run_1/floorplan.png
The bar under the picture is 50 microns long. Pins as bars on the die edge. Tap cells in gray.
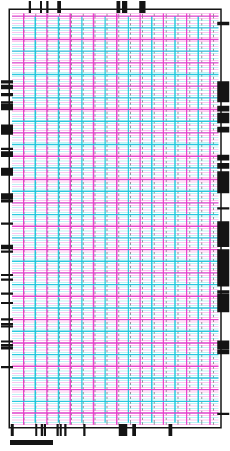
run_1/class_map.png
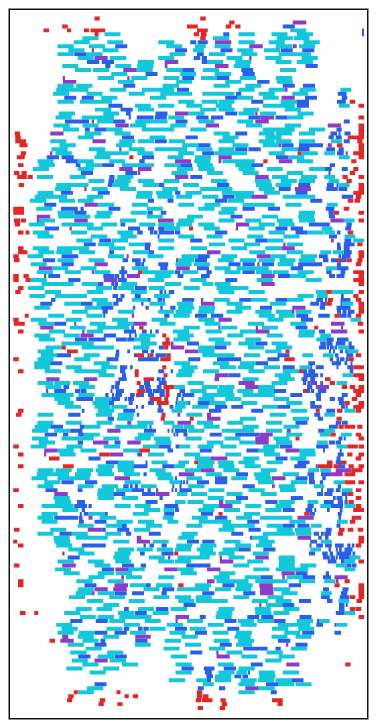
run_1/clock_wires.png
The bar under the picture is 50 microns long.
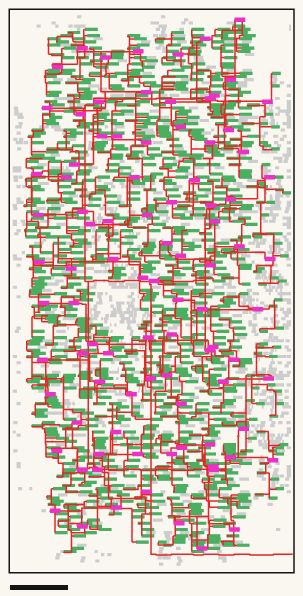
**config.mk**
```make
export PLATFORM = sky130hd
export DESIGN_NAME = mem_cache
export DESIGN_NICKNAME = d
export VERILOG_FILES = /design/src/rtl/mem_cache_pkg.sv /design/src/rtl/mem_cache_store.sv /design/src/rtl/mem_cache.sv
export SDC_FILE = /design/constraint.sdc
export NUM_CORES = 1
export LEC_CHECK = 0
export ABC_CLOCK_PERIOD_IN_PS = 8330
export CAP_MARGIN = 25
export CORE_ASPECT_RATIO = 2
export CORE_MARGIN = 2
export CORE_UTILIZATION = 35
export DETAILED_ROUTE_END_ITERATION = 8
export PLACE_DENSITY_LB_ADDON = 0.1
export SLEW_MARGIN = 20
export SYNTH_ARGS = -nofsm -noshare
export SYNTH_HDL_FRONTEND = slang
export SYNTH_HIERARCHICAL = 1
export SYNTH_SLANG_ARGS = --single-unit
```
**constraint.sdc**
```tcl
create_clock -name clk -period 8.33 [get_ports clk]
set_input_delay 0.833 -clock clk [delete_from_list [all_inputs] [get_ports clk]]
set_output_delay 0.833 -clock clk [all_outputs]
set_load 0.02 [all_outputs]
```
**src/rtl/mem_cache_pkg.sv**
```systemverilog
// Shared types and constants for the direct-mapped write-through cache.
package mem_cache_pkg;

  localparam int          INDEX_BITS_DEF = 4;
  localparam int          CNT_BITS_DEF   = 16;
  localparam logic [15:0] CNT_MAX        = 16'hFFFF;

  // Word-addressed lines: the tag is what remains of the 30-bit word address.
  function automatic int tag_bits(input int index_bits);
    return 30 - index_bits;
  endfunction

  localparam int TAG_BITS_DEF = tag_bits(INDEX_BITS_DEF);

  typedef enum logic [1:0] {
    IDLE,
    MEM_RD,
    MEM_WR,
    RESP
  } state_t;

endpackage

```
**src/rtl/mem_cache_store.sv**
```systemverilog
// Line storage: valid/tag/data arrays, combinational lookup, one synchronous write port.
module cache_store
  import mem_cache_pkg::*;
#(
  parameter int INDEX_BITS = INDEX_BITS_DEF,
  parameter int TAG_BITS   = TAG_BITS_DEF
) (
  input  logic                  clk,
  input  logic                  rst,
  input  logic [INDEX_BITS-1:0] index,
  input  logic [TAG_BITS-1:0]   tag,
  input  logic                  wr_en,
  input  logic [31:0]           wr_data,
  output logic                  hit,
  output logic [31:0]           rd_data
);

  localparam int LINES = 2 ** INDEX_BITS;

  logic [LINES-1:0]    valid;
  logic [TAG_BITS-1:0] tags [LINES];
  logic [31:0]         data [LINES];

  always_ff @(posedge clk) begin
    if (rst) valid <= '0;
    else if (wr_en) valid[index] <= 1'b1;
  end

  // NOTE: tag/data arrays have no reset; valid bits alone gate them, so they map to plain RAM.
  always_ff @(posedge clk) begin
    if (wr_en) begin
      tags[index] <= tag;
      data[index] <= wr_data;
    end
  end

  assign hit     = valid[index] && (tags[index] == tag);
  assign rd_data = data[index];

endmodule

```
**src/rtl/mem_cache.sv**
```systemverilog
// Direct-mapped, write-through, no-write-allocate cache with saturating hit/miss counters.
module mem_cache
  import mem_cache_pkg::*;
#(
  parameter int INDEX_BITS = INDEX_BITS_DEF,
  parameter int CNT_BITS   = CNT_BITS_DEF   // at most 16
) (
  input  logic                clk,
  input  logic                rst,
  input  logic [31:0]         cpu_adr,
  input  logic [31:0]         cpu_wdata,
  input  logic                cpu_read,
  input  logic                cpu_write,
  output logic [31:0]         cpu_rdata,
  output logic                cpu_ready,
  output logic [31:0]         mem_adr,
  output logic [31:0]         mem_wdata,
  output logic                mem_read,
  output logic                mem_write,
  input  logic [31:0]         mem_rdata,
  input  logic                mem_ack,
  output logic [CNT_BITS-1:0] hit_cnt,
  output logic [CNT_BITS-1:0] miss_cnt
);

  localparam int                  TAG_BITS = tag_bits(INDEX_BITS);
  localparam logic [CNT_BITS-1:0] SAT      = CNT_MAX[CNT_BITS-1:0];

  state_t                state;
  logic [INDEX_BITS-1:0] index;
  logic [TAG_BITS-1:0]   tag;
  logic                  hit;
  logic [31:0]           line_data;
  logic                  store_we;
  logic [31:0]           store_data;
  logic                  unused_adr_bits;

  assign index           = cpu_adr[INDEX_BITS+1:2];
  assign tag             = cpu_adr[31:INDEX_BITS+2];
  assign unused_adr_bits = ^cpu_adr[1:0];

  // Strobes decode the state register directly so they drop on the edge leaving the state.
  assign mem_read  = (state == MEM_RD);
  assign mem_write = (state == MEM_WR);
  assign mem_adr   = {cpu_adr[31:2], 2'b00};
  assign mem_wdata = cpu_wdata;

  // Fills always allocate; writes only refresh a line that already holds this tag.
  always_comb begin
    store_we   = 1'b0;
    store_data = cpu_wdata;
    if (mem_ack) begin
      if (state == MEM_RD) begin
        store_we   = 1'b1;
        store_data = mem_rdata;
      end else if (state == MEM_WR) begin
        store_we   = hit;
      end
    end
  end

  cache_store #(
    .INDEX_BITS(INDEX_BITS),
    .TAG_BITS  (TAG_BITS)
  ) u_store (
    .clk    (clk),
    .rst    (rst),
    .index  (index),
    .tag    (tag),
    .wr_en  (store_we),
    .wr_data(store_data),
    .hit    (hit),
    .rd_data(line_data)
  );

  // NOTE: sequential state uses non-blocking assignments so every register sees pre-edge values.
  always_ff @(posedge clk) begin
    if (rst) begin
      state     <= IDLE;
      cpu_ready <= 1'b0;
      cpu_rdata <= '0;
      hit_cnt   <= '0;
      miss_cnt  <= '0;
    end else begin
      cpu_ready <= 1'b0;
      unique case (state)
        IDLE: begin
          if (cpu_write) begin
            state <= MEM_WR;
          end else if (cpu_read) begin
            if (hit) begin
              cpu_rdata <= line_data;
              cpu_ready <= 1'b1;
              state     <= RESP;
              if (hit_cnt != SAT) hit_cnt <= hit_cnt + 1'b1;
            end else begin
              state <= MEM_RD;
              if (miss_cnt != SAT) miss_cnt <= miss_cnt + 1'b1;
            end
          end
        end
        MEM_RD: begin
          if (mem_ack) begin
            cpu_rdata <= mem_rdata;
            cpu_ready <= 1'b1;
            state     <= RESP;
          end
        end
        MEM_WR: begin
          if (mem_ack) begin
            cpu_ready <= 1'b1;
            state     <= RESP;
          end
        end
        RESP:    state <= IDLE;
        default: state <= IDLE;
      endcase
    end
  end

endmodule

```
==> deck_impl_summary.md, run 1 <==
Run Summary

STA
  – RSZ-0062 raised after global routing: no
  – Measured slew at the worst slew-check pin: 972 ps
  – Count of endpoints failing setup in the final report: 0
  – Max Freq: 160 MHz
  – Setup TNS after final layout: 0 ps
  – Endpoints failing hold: 0
  – Min setup slack post-route: 2080 ps
  – Worst hold slack after final layout: ~470 ps
  – Final Critical Period: about 6200 ps
  – Final worst path period share: between 70 and 80%
  – Final-report max-slew violation count: 0

Yosys
  – Number of warnings issued by yosys: 6
  – Ys cells: 2,000
  – Area fraction in mux cells: between 10% and 20%
  – Top cells by area in the synthesized netlist: sky130_fd_sc_hd__edfxtp_1, sky130_fd_sc_hd__mux4_2, sky130_fd_sc_hd__dfxtp_1
  – Chip area line of the yosys report: 40,600 sq um
  – Proportion of synthesized flip-flops having asynchronous set or reset: 0%
  – Top-area cell type share of the netlist area: 68.6%
  – Post-synthesis adder-cell area fraction: less than 1%
  – Cell with the most instances after synthesis: sky130_fd_sc_hd__edfxtp_1
  – Post-Synthesis Mean Instance Area: 20.3 sq um
  – Flops after synth: 1,011
  – Ranking of synthesized cells by instance count: sky130_fd_sc_hd__edfxtp_1, sky130_fd_sc_hd__mux4_2, sky130_fd_sc_hd__nor2_1
  – Syn Inst Count: 2,000
  – XORs/XNORs by Area: less than 1%
  – Logic family by area: multiplexers
  – Complex-gate fraction of the synthesized area: 2.59%
  – Post-synthesis sequential area ratio: 72.7%
  – Count of library flops with an enable pin: 928
  – Most common flop cell mapped by yosys: sky130_fd_sc_hd__edfxtp_1

Finish
  – Total of fill cells in the finished design: 10,200
  – Share of layout cells above drive strength 1: between 20% and 30%
  – Area-dominant class: sequential cells
  – Sequential share of cell area: 62.1%
  – Most used cells in the layout excluding fill and tap cells: sky130_fd_sc_hd__edfxtp_1, sky130_fd_sc_hd__mux4_2, sky130_fd_sc_hd__clkdlybuf4s50_1
  – Combined area of the multi-input logic cells: 10,100 sq um
  – Synth-to-layout area growth: 16.9%
  – Reg area: 29,500 sq um
  – Most frequent standard cell in the layout excluding fill and tap cells: sky130_fd_sc_hd__edfxtp_1
  – Tally of clock buffers in the finished layout: 123
  – Number of ordinary inverters in the final layout: 16
  – Mi-comb count: 808
  – Utilization after layout: 41.3%
  – Comb/total area: 21.3%
  – Post-route insts no fill: ~3,800
  – Clock network area share: 6.29%
  – Design Area, Final: roughly 48,000 sq um
  – Non-clock buffer contribution to total cell area: about 6.1%

Detailed routing
  – Wire length on met2: around 56,000 microns
  – Wl on met1: roughly 42,000 microns
  – Average wire per standard cell: 27.3 microns
  – Highest Signal Layer: met4
  – Vias per std cell: ~5.3
  – Via count: 20,000
  – Wire length reported by the detailed router: ~100,000 microns
  – Detailed route wirelength on metal3: 3820 microns
  – Number of nets still failing antenna checks after routing: 0
  – Length of the first detailed-routing pass in iterations: 5

Critical path
  – Crit path to: u_store/tags[15][0]$_DFFE_PP_
  – CP Cell Sequence: buf_8 -> buf_12 -> mux4_2 -> mux4_2 -> xnor2_1 -> nand4_1 -> nor4_1 -> and4_1 -> a21oi_1 -> nor2b_1 -> nand3_1 -> nor2_4 -> buf_12
  – Critical setup path kind: in -> reg
  – Slack of the worst reg-to-reg path: 2920 ps
  – Setup crit start: cpu_adr[2]
  – Worst reg2reg path depth: 12
  – Reg-to-reg endpoint: u_store/tags[15][0]$_DFFE_PP_
  – Required arrival time at the worst endpoint: 8660 ps
  – Nature of the critical path endpoint: flip-flop
  – Startpoint of the lowest-slack register-to-register path: u_store/tags[15][24]$_DFFE_PP_
  – Crit path max fanout: 67
  – Worst Setup Start Kind: input port
  – Data arrival at the endpoint of the critical path: 6580 ps

Clocking
  – Clock slew seen by the registers of the worst setup and hold paths: 60 ps
  – Clk buf depth: 3
  – Gates resized, CTS repair: 0
  – Post-cts hold-fix buffer tally: 0
  – TritonCTS clock tree: built
  – Post-CTS setup buffer count: 0
  – Clock Sinks: 1,011
  – Total clock buffers created by CTS: roughly 92
  – Clk root buf: sky130_fd_sc_hd__clkbuf_16

Die
  – Tapcell Cnt: 1,513
  – I/O pin count: 232
  – Starting Density: a little over a third

Global route
  – Most used routing layer in global routing: met2
  – Global routing met2 resource utilization: 32.3%
  – Met3 global-route usage: between 2 and 2.5%
  – Pin count of the biggest net entering global routing: 96
  – Total Routing Usage GR: between 10% and 20%
  – Number of antenna violations at the first check in global routing: 1

Hold path
  – Hold Path End: u_store/valid[3]$_SDFFE_PP0P_
  – Worst hold path class: reg -> reg
  – Beginning of the worst hold path: u_store/valid[3]$_SDFFE_PP0P_

Placed design
  – Final GP Congestion: between 0.7 and 0.8
  – Inst Count DP: 3,641
  – Area post-placement: 44,500 sq um
  – Setup WS pre-CTS: around 1300 ps
  – IO buf count: 227
  – Detailed-placement wirelength estimate: 57,700 microns

Pwr
  – Overall power of the completed layout: 11.4 mW
  – Net switching power: 2.69 mW
  – VDD IR-drop max: around 0.00016 V
  – Internal power of the cells: 8.66 mW
  – Sequential share of power: 51.0%
  – Leakage: ~15 nW
  – Combinational cell fraction of total power: between 10% and 20%

Outcome
  – Outcome: complete, no violations
Notes on floorplan.png above:
| color | net |
|---|---|
| magenta | VSS |
| cyan | VDD |
met4 straps: 17
tap cells: 1,513
signal pins: 232
met5 straps: 35
die x size: 245 microns
die y size: 486 microns

Notes on class_map.png above:
| color | class | cells |
|---|---|---|
| cyan | registers | 1,011 |
| blue | remaining logic cells | 824 |
| red | remaining buffers and delay cells | 294 |
| purple | clock drivers and dummy loads | 171 |

Notes on clock_wires.png above:
[green] flip-flops | count: 1,011
[red] clock wires | length: 12,700 microns
[magenta] clock-net drivers | count: 92
flops lie: all over the die
clk latency late pin: 690 ps
Clock power frac: 37.5%
power drawn by the clock network: 4.26 mW
clock tree skew after final layout: 25.3 ps

run 1: registers in the layout (all words and copies together) (netlist names):
name / flops
u_store/data: 512
u_store/tags: 416
cpu_rdata: 32
hit_cnt: 16
miss_cnt: 16
u_store/valid: 16
state: 2
cpu_ready: 1
run 1: power groups by stage:
stage	sequential [mW]	combinational [mW]	clock [mW]
6_report	5.79	1.31	4.26
5_1_grt	5.80	1.42	4.56
4_1_cts	5.79	1.34	4.40
3_5_place_dp	5.90	1.34	0
3_3_place_gp	5.90	1.31	0
2_1_floorplan	5.97	0.761	0
run 1: worst max-delay path, delay by kind of cell:
kind            cells  cell delay (ps)
compound gates      1              110
mux                 2             1080
simple gates        6             2500
xor+xnor            1              310
buf+inv             3             1510
run_1/clock_nets.png
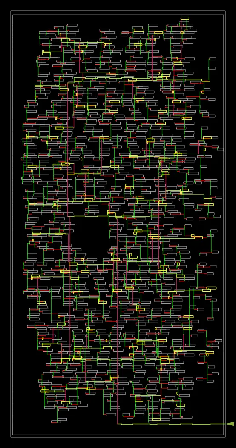

==> run 2, diff against run 1 <==
ABC_CLOCK_PERIOD_IN_PS = 5200   (was 8330)
clock period = 5.2 ns   (was 8.33 ns; I/O delays follow)
run_2/clock_nets.png
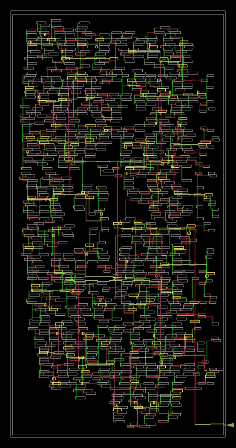
clock tree skew after final layout: 29.5 ps
power drawn by the clock network: 7.30 mW
clk latency late pin: 700 ps
seq_cells: 1,011

run_2/floorplan.png
The bar under the picture is 50 microns long. Pins as bars on the die edge. Tap cells in gray.
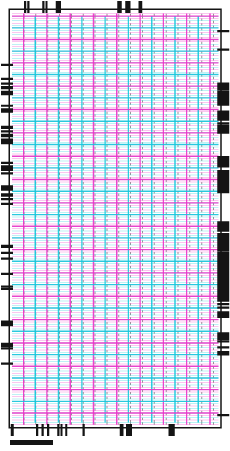
| color | net |
|---|---|
| cyan | VDD |
| magenta | VSS |
signal pins: 232
met4 straps: 17
met1 rails: 177
floorplan core area: 115,000 sq um
VDD IR-drop max: 0.000268 V

==> run 2 against run 1 <==
  * Cell area increased by 5.4%
  * Clock power increased by 71%
  * Clock skew increased by 4.2 ps
  * Die area unchanged
  * Via count increased by 2.8%
  * Worst setup slack got worse by 1800 ps
  * Critical endpoint is now u_store/data[0][26]$_DFFE_PP_
  * Register-to-register slack got worse by 2600 ps
==> deck_impl_summary.md, run 2 <==
Run Summary

Detailed routing
  – Number of nets still failing antenna checks after routing: 0 (unchanged)
  – Remaining routing DRC violations: 0
  – Average wire per standard cell: 26.8 microns (-1.9%)
  – Vias per std cell: 5.18 (-1.5%)
  – Wire length reported by the detailed router: 106,000 microns (+2.3%)
  – Via count: 20,600 (+2.8%)
  – Detailed route wirelength on metal3: 4020 microns (+5.2%)
  – Length of the first detailed-routing pass in iterations: 7 (+2)
  – Wl on met1: 41,100 microns (-2.1%)
  – Highest Signal Layer: met4
  – Wire length on met2: 58,900 microns (+4.7%)

Clocking
  – Post-cts hold-fix buffer tally: 0 (unchanged)
  – Clk buf depth: 3 (unchanged)
  – Htree depth: 3
  – Clock slew seen by the registers of the worst setup and hold paths: 60 ps (about the same)
  – Post-CTS setup buffer count: 0 (unchanged)
  – Gates resized, CTS repair: 0 (unchanged)
  – Total clock buffers created by CTS: 91 (-1.1%)
  – TritonCTS clock tree: built
  – Clk root buf: sky130_fd_sc_hd__clkbuf_16
  – Clock Sinks: 1,011 (unchanged)

Die
  – Die x size: 245 microns (unchanged)
  – Starting Density: 35.3% (unchanged)
  – I/O pin count: 232 (unchanged)
  – Tapcell Cnt: 1,513 (unchanged)
  – Die y size: 486 microns (unchanged)
  – Number of standard-cell rows in the floorplan: 176
  – Die Area: 119,000 sq um

Yosys
  – Post-synthesis sequential area ratio: 72.7% (unchanged)
  – Area fraction in mux cells: 18.0% (unchanged)
  – Complex-gate fraction of the synthesized area: 2.59% (unchanged)
  – Number of warnings issued by yosys: 6 (unchanged)
  – Logic family by area: multiplexers
  – XORs/XNORs by Area: 0.539% (unchanged)
  – Synthesized area: 40,600 sq um
  – Count of library flops with an enable pin: 928 (unchanged)
  – Cell type with the highest aggregate area in the netlist: sky130_fd_sc_hd__edfxtp_1
  – Most common flop cell mapped by yosys: sky130_fd_sc_hd__edfxtp_1
  – Post-synthesis adder-cell area fraction: 0.185% (unchanged)
  – Flops after synth: 1,011 (unchanged)
  – Syn Inst Count: 2,000 (unchanged)
  – Chip area line of the yosys report: 40,600 sq um (unchanged)
  – Post-Synthesis Mean Instance Area: 20.3 sq um (unchanged)
  – Top-area cell type share of the netlist area: 68.6% (unchanged)
  – Ys cells: 2,000 (unchanged)
  – Proportion of synthesized flip-flops having asynchronous set or reset: 0% (unchanged)
  – Ranking of synthesized cells by instance count: sky130_fd_sc_hd__edfxtp_1, sky130_fd_sc_hd__mux4_2, sky130_fd_sc_hd__nor2_1
  – Top cells by area in the synthesized netlist: sky130_fd_sc_hd__edfxtp_1, sky130_fd_sc_hd__mux4_2, sky130_fd_sc_hd__dfxtp_1
  – Cell with the most instances after synthesis: sky130_fd_sc_hd__edfxtp_1

Critical path
  – Crit path max fanout: 22 (-67%)
  – Critical setup path kind: in -> reg
  – Data arrival at the endpoint of the critical path: 5340 ps (-1240 ps)
  – Number of buffer and inverter stages on the critical path: 8 (+5)
  – Levels on crit path: 18 (+5)
  – Required arrival time at the worst endpoint: 5580 ps (-3080 ps)
  – Delay of the slowest cell on the worst path: between 600 and 700 ps
  – Most repeated library cell on the critical path: sky130_fd_sc_hd__buf_4
  – Worst Setup Start Kind: input port
  – Nature of the critical path endpoint: flip-flop
  – Worst reg2reg path depth: 15 (+3)
  – CP Cell Sequence: buf_8 -> buf_12 -> buf_12 -> buf_4 -> mux4_2 -> a32oi_1 -> o41ai_1 -> buf_4 -> nand4_1 -> nor4_1 -> and4_1 -> a21oi_1 -> nor2b_1 -> buf_4 -> or3b_2 -> nor3_4 -> buf_4 -> buf_12
  – Family of cells with the greatest summed delay on the critical path: simple AND/OR/NAND/NOR gates

Finish
  – Number of ordinary inverters in the final layout: 16 (unchanged)
  – Clock network area share: 6.42% (+0.13 points)
  – Combined area of the multi-input logic cells: 10,200 sq um (+0.31%)
  – Mi-comb count: 808 (unchanged)
  – Sequential share of cell area: 58.9% (-3.2 points)
  – Share of layout cells above drive strength 1: 30.8% (+5.8 points)
  – Antenna diodes: 1
  – Comb/total area: 20.3% (-1.0 points)
  – Non-clock buffer contribution to total cell area: 10.4% (+4.3 points)
  – Area-dominant class: sequential cells
  – Max reg flops: 512 (unchanged)
  – Utilization after layout: 43.5% (+2.2 points)
  – Most frequent standard cell in the layout excluding fill and tap cells: sky130_fd_sc_hd__edfxtp_1
  – Synth-to-layout area growth: 23.3%
  – Register containing the most flip-flops in the final layout: u_store/data
  – Post-route insts no fill: 3,978 (+4.3%)
  – Reg area: 29,500 sq um (unchanged)
  – Total of fill cells in the finished design: 9,916 (-2.5%)
  – Tally of clock buffers in the finished layout: 99 (-20%)
  – Most used cells in the layout excluding fill and tap cells: sky130_fd_sc_hd__edfxtp_1, sky130_fd_sc_hd__mux4_2, sky130_fd_sc_hd__clkdlybuf4s50_1
  – Design Area, Final: 50,100 sq um (+5.4%)
  – Largest registers: u_store/data: 512 flops, u_store/tags: 416 flops, cpu_rdata: 32 flops

STA
  – Count of endpoints failing setup in the final report: 0 (unchanged)
  – Max Freq: 202 MHz
  – Setup TNS after final layout: 0 ps (unchanged)
  – Final-report max-slew violation count: 0 (unchanged)
  – Measured slew at the worst slew-check pin: 926 ps (-46.2 ps)
  – Endpoints failing hold: 0 (unchanged)
  – Min setup slack post-route: 244 ps (-1840 ps)
  – RSZ-0062 raised after global routing: no
  – Final Critical Period: 4960 ps
  – Final worst path period share: 95.3%
  – Headroom to the max-slew limit: 37.7%
  – Worst hold slack after final layout: 441 ps (-33.8 ps)

Hold path
  – Hold Crit Depth: 2
  – Worst hold path class: in -> reg

Outcome
  – Outcome: complete, no violations

Pwr
  – Leakage: 16.0 nW (+8.4%)
  – Power per Cell Area: 376 nW/um^2
  – Overall power of the completed layout: 18.8 mW (+66%)

Global route
  – Met3 global-route usage: 2.19% (-0.22 points)
  – Number of antenna violations at the first check in global routing: 1 (unchanged)
  – Pin count of the biggest net entering global routing: 70 (-27%)
  – Global-route congestion overflow total: 0
  – First-pass GRT wire length: 154,000 microns
  – Most used routing layer in global routing: met2
  – Total Routing Usage GR: 18.1% (+0.40 points)
  – Global routing met2 resource utilization: 33.8% (+1.5 points)
  – Met1 track demand over resource: 21.4%
  – Vias in the first global route: 22,100

Placed design
  – Inst Count DP: 3,810 (+4.6%)
  – Setup WS pre-CTS: -640 ps (-1900 ps)
  – Final GP Congestion: 0.788 (+6.3%)
  – IO buf count: 227 (unchanged)
  – Detailed-placement wirelength estimate: 69,900 microns (+21%)
  – Area post-placement: 46,900 sq um (+5.3%)

Job
  – Max Cap Violations: 0
run_2/clock_wires.png
The bar under the picture is 50 microns long.
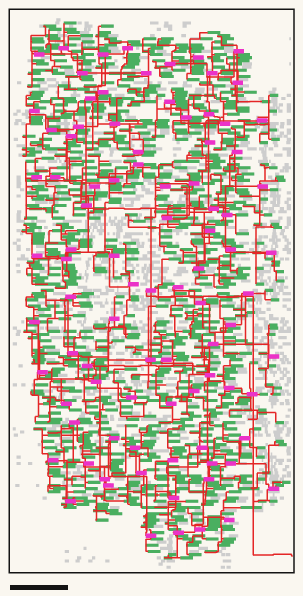
[magenta] clock-net drivers | count: 91
[green] flip-flops | count: 1,011
[red] clock wires | length: 12,800 microns
routed clock nets: 92
flops lie: all over the die
Clock power frac: 38.8%

[run 2: cell counts after synthesis]
No cell type changed its count.
[run 2: final timing paths]
kind / slack [ps] / start / endpoint
worst max-delay path: 240 / cpu_adr[2] / u_store/data[0][26]$_DFFE_PP_
worst min-delay path: 440 / rst / state[1]$_SDFFE_PP0P_
worst max register to register: 350 / u_store/tags[15][5]$_DFFE_PP_ / u_store/data[0][26]$_DFFE_PP_
worst min register to register: 470 / u_store/valid[11]$_SDFFE_PP0P_ / u_store/valid[11]$_SDFFE_PP0P_
[run 2: report_power, final]
part           switching [mW]  total (mW)  leakage [nW]  internal (mW)
clock network            3.08        7.30          1.57           4.23
registers              0.0864        9.28          9.02           9.19
logic                    1.27        2.23          5.44          0.965
total                    4.43        18.8          16.0           14.4
run_2/class_map.png
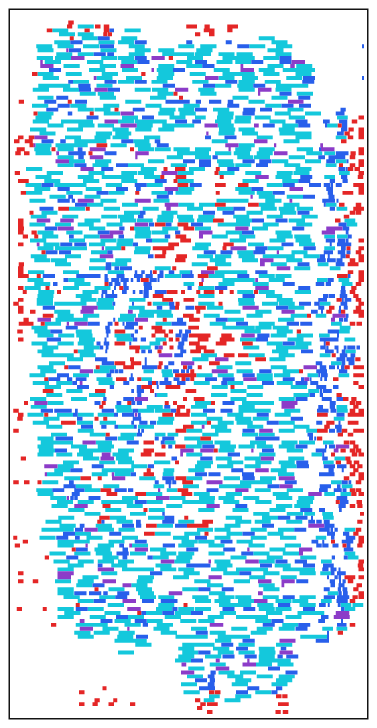

==> run 3, diff against run 2 <==
ABC_CLOCK_PERIOD_IN_PS = 6300   (was 5200)
clock period = 6.3 ns   (was 5.2 ns; I/O delays follow)
run_3/class_map.png
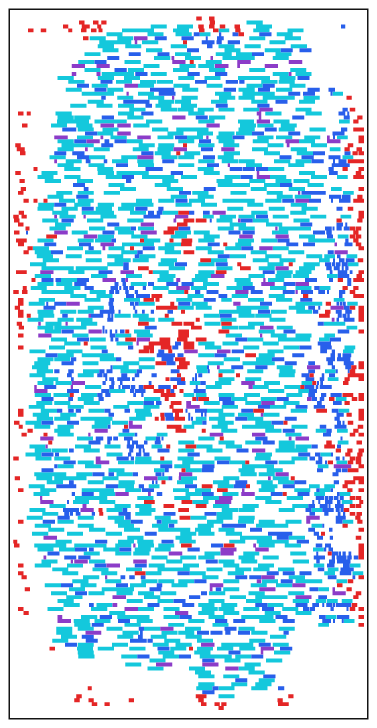
| color | class | cells |
|---|---|---|
| blue | remaining logic cells | 824 |
| purple | clock drivers and dummy loads | 175 |
| cyan | registers | 1,011 |
| red | remaining buffers and delay cells | 367 |
number of standard-cell rows in the floorplan: 176
utilization after layout: 42.4%
sequential share of cell area: 60.5%

run_3/layers.png
The bar under the picture is 50 microns long. Only two layers are drawn.
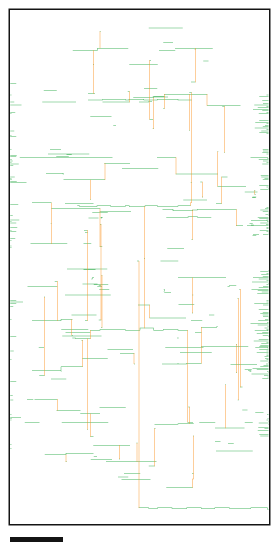
| color | layer | wire length |
|---|---|---|
| green | M3 | 4,010 microns |
| orange | M4 | 2,060 microns |
via count: 20,400
Total Routing Usage GR: 17.9%
average wire per standard cell: 27.0 microns

==> run 3 against run 2 <==
  * Worst hold slack got worse by 100 ps
  * First-iteration DRC count decreased by 12%
  * Via count decreased by 0.97%
  * Sequential cell count unchanged
  * Worst setup slack improved by 870 ps
  * Cell area decreased by 2.5%
  * Synthesized cell count unchanged
  * Largest power group unchanged
==> deck_impl_summary.md, run 3 <==
Run Summary

Yosys
  – Area fraction in mux cells: 18.0% (unchanged)
  – Synthesized area: 40,600 sq um (unchanged)
  – Post-synthesis adder-cell area fraction: 0.185% (unchanged)
  – Count of library flops with an enable pin: 928 (unchanged)
  – Cell type with the highest aggregate area in the netlist: sky130_fd_sc_hd__edfxtp_1
  – Flops after synth: 1,011 (unchanged)
  – Ranking of synthesized cells by instance count: sky130_fd_sc_hd__edfxtp_1, sky130_fd_sc_hd__mux4_2, sky130_fd_sc_hd__nor2_1
  – Ys cells: 2,000 (unchanged)
  – XORs/XNORs by Area: 0.539% (unchanged)
  – Top cells by area in the synthesized netlist: sky130_fd_sc_hd__edfxtp_1, sky130_fd_sc_hd__mux4_2, sky130_fd_sc_hd__dfxtp_1
  – Complex-gate fraction of the synthesized area: 2.59% (unchanged)
  – Proportion of synthesized flip-flops having asynchronous set or reset: 0% (unchanged)
  – Logic family by area: multiplexers
  – Number of warnings issued by yosys: 6 (unchanged)
  – Cell with the most instances after synthesis: sky130_fd_sc_hd__edfxtp_1
  – Syn Inst Count: 2,000 (unchanged)
  – Most common flop cell mapped by yosys: sky130_fd_sc_hd__edfxtp_1
  – Chip area line of the yosys report: 40,600 sq um (unchanged)
  – Top-area cell type share of the netlist area: 68.6% (unchanged)

Critical path
  – Most repeated library cell on the critical path: sky130_fd_sc_hd__buf_4
  – CP Cell Sequence: buf_8 -> mux4_2 -> mux4_2 -> xor2_1 -> nor2_1 -> buf_4 -> nand4_1 -> nor4_1 -> and4_1 -> a21oi_1 -> nor2b_1 -> buf_4 -> or3b_2 -> nor2_4 -> buf_4
  – Data arrival at the endpoint of the critical path: 5520 ps (+180 ps)
  – Slack of the worst reg-to-reg path: 1380 ps (+1030 ps)
  – Critical setup path kind: in -> reg
  – Worst reg2reg path depth: 14 (-1)
  – Reg-to-reg endpoint: u_store/tags[4][4]$_DFFE_PP_
  – Startpoint of the lowest-slack register-to-register path: u_store/tags[14][24]$_DFFE_PP_
  – Crit path to: u_store/tags[4][4]$_DFFE_PP_
  – Crit path max fanout: 58 (+160%)
  – Nature of the critical path endpoint: flip-flop
  – Delay of the slowest cell on the worst path: 600 ps (-30 ps)
  – Worst Setup Start Kind: input port
  – Setup crit start: cpu_adr[2]
  – Required arrival time at the worst endpoint: 6640 ps (+1060 ps)

Detailed routing
  – Vias per std cell: 5.24 (+1.2%)
  – Detailed route wirelength on metal3: 4010 microns (-0.25%)
  – Wire length reported by the detailed router: 105,000 microns (-1.3%)
  – Length of the first detailed-routing pass in iterations: 7 (unchanged)
  – Wl on met1: 41,800 microns (+1.6%)
  – Wire length on met2: 57,200 microns (-2.9%)
  – Number of nets still failing antenna checks after routing: 0 (unchanged)

Finish
  – Combined area of the multi-input logic cells: 10,200 sq um (about the same)
  – Number of nets in the finished design: 2,405
  – Comb/total area: 20.8% (+0.53 points)
  – Mi-comb count: 808 (unchanged)
  – Most frequent standard cell in the layout excluding fill and tap cells: sky130_fd_sc_hd__edfxtp_1
  – Number of ordinary inverters in the final layout: 16 (unchanged)
  – Register containing the most flip-flops in the final layout: u_store/data
  – Clock network area share: 6.19% (-0.23 points)
  – Non-clock buffer contribution to total cell area: 8.51% (-1.9 points)
  – Max reg flops: 512 (unchanged)
  – Share of layout cells above drive strength 1: 28.3% (-2.5 points)
  – Area-dominant class: sequential cells
  – Total of fill cells in the finished design: 10,100 (+1.4%)
  – Seq_cells: 1,011 (unchanged)
  – Synth-to-layout area growth: 20.1%
  – Largest registers: u_store/data: 512 flops, u_store/tags: 416 flops, cpu_rdata: 32 flops
  – Antenna diodes: 1 (unchanged)
  – Most used cells in the layout excluding fill and tap cells: sky130_fd_sc_hd__edfxtp_1, sky130_fd_sc_hd__mux4_2, sky130_fd_sc_hd__clkdlybuf4s50_1
  – Tally of clock buffers in the finished layout: 109 (+10%)
  – Post-route insts no fill: 3,891 (-2.2%)

Placed design
  – Detailed-placement wirelength estimate: 64,800 microns (-7.3%)
  – Area post-placement: 45,800 sq um (-2.3%)
  – Setup WS pre-CTS: 277 ps (+917 ps)
  – Inst Count DP: 3,715 (-2.5%)
  – IO buf count: 227 (unchanged)
  – Final GP Congestion: 0.804 (+2.1%)

Global route
  – First-pass GRT wire length: 154,000 microns (-0.38%)
  – Met1 track demand over resource: 21.6% (+0.21 points)
  – Met3 global-route usage: 2.52% (+0.33 points)
  – Vias in the first global route: 22,000 (-0.53%)
  – Pin count of the biggest net entering global routing: 75 (+7.1%)
  – Global-route congestion overflow total: 0 (unchanged)
  – Number of antenna violations at the first check in global routing: 2 (+1)
  – Global routing met2 resource utilization: 33.1% (-0.71 points)

Clocking
  – Post-cts hold-fix buffer tally: 0 (unchanged)
  – Htree depth: 3 (unchanged)
  – Clk buf depth: 3 (unchanged)
  – Post-CTS setup buffer count: 0 (unchanged)
  – Total clock buffers created by CTS: 94 (+3.3%)
  – TritonCTS clock tree: built
  – Clock slew seen by the registers of the worst setup and hold paths: 70 ps (about the same)
  – Clk root buf: sky130_fd_sc_hd__clkbuf_16
  – Clk latency late pin: 700 ps (about the same)

Pwr
  – Dominant power group: sequential cells
  – Combinational cell fraction of total power: 11.8% (about the same)
  – Internal power of the cells: 11.5 mW (-20%)
  – Leakage: 15.4 nW (-3.9%)
  – Overall power of the completed layout: 15.1 mW (-20%)
  – Comb group: 1.79 mW (-20%)
  – Power per Cell Area: 309 nW/um^2 (-18%)
  – Seq power: 7.66 mW (-17%)
  – Switching share of power: 24.1% (+0.55 points)
  – Sequential share of power: 50.7% (+1.4 points)
  – Net switching power: 3.64 mW (-18%)
  – Clock power frac: 37.5% (-1.3 points)

STA
  – Max Freq: approximately 190 MHz
  – Clock tree skew after final layout: 35.0 ps (+5.46 ps)
  – Setup TNS after final layout: 0 ps (unchanged)
  – Final Critical Period: ~5200 ps
  – Endpoints failing hold: 0 (unchanged)
  – Worst hold slack after final layout: 338 ps (-103 ps)
  – Count of endpoints failing setup in the final report: 0 (unchanged)
  – RSZ-0062 raised after global routing: no
  – Measured slew at the worst slew-check pin: 1060 ps (+134 ps)
  – Min setup slack post-route: 1120 ps (+874 ps)
  – Final-report max-slew violation count: 0 (unchanged)
  – Final worst path period share: 82.2%

Hold path
  – Worst hold path class: in -> reg
  – Hold Crit Depth: 2 (unchanged)
  – Beginning of the worst hold path: rst
  – Hold Path End: hit_cnt[10]$_SDFFE_PP0P_

Job
  – Max Cap Violations: 0 (unchanged)

Outcome
  – Outcome: complete, no violations

Die
  – Die y size: 486 microns (unchanged)
  – Tapcell Cnt: 1,513 (unchanged)
  – Starting Density: 35.3% (unchanged)
  – I/O pin count: 232 (unchanged)
  – Die x size: 245 microns (unchanged)
  – Floorplan core area: 115,000 sq um (unchanged)
run_3/clock_nets.png
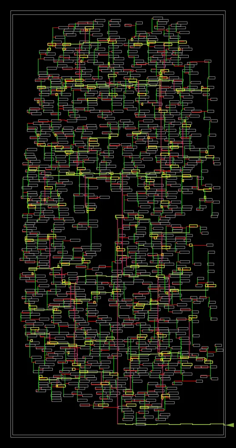
power drawn by the clock network: 5.66 mW
Clock Sinks: 1,011

## run 3: cell types whose count changed in the layout (fill, tap and decap cells not counted), moves of 4 or more
cell and delta:
sky130_fd_sc_hd__clkinv_2 +17, sky130_fd_sc_hd__clkinv_4 -4, sky130_fd_sc_hd__buf_12 -29, sky130_fd_sc_hd__bufinv_16 -12
sky130_fd_sc_hd__buf_4 -66, sky130_fd_sc_hd__clkbuf_16 +4, sky130_fd_sc_hd__clkinv_1 -6, sky130_fd_sc_hd__clkbuf_1 +5
## run 3: critical path: cells and delay by family
family          cells  cell delay (ps)
compound gates      1              120
xor+xnor            1              170
buf+inv             4             1140
mux                 2             1100
simple gates        7             2290
Power figures rest on the tool's default switching activity, not on a simulated workload.
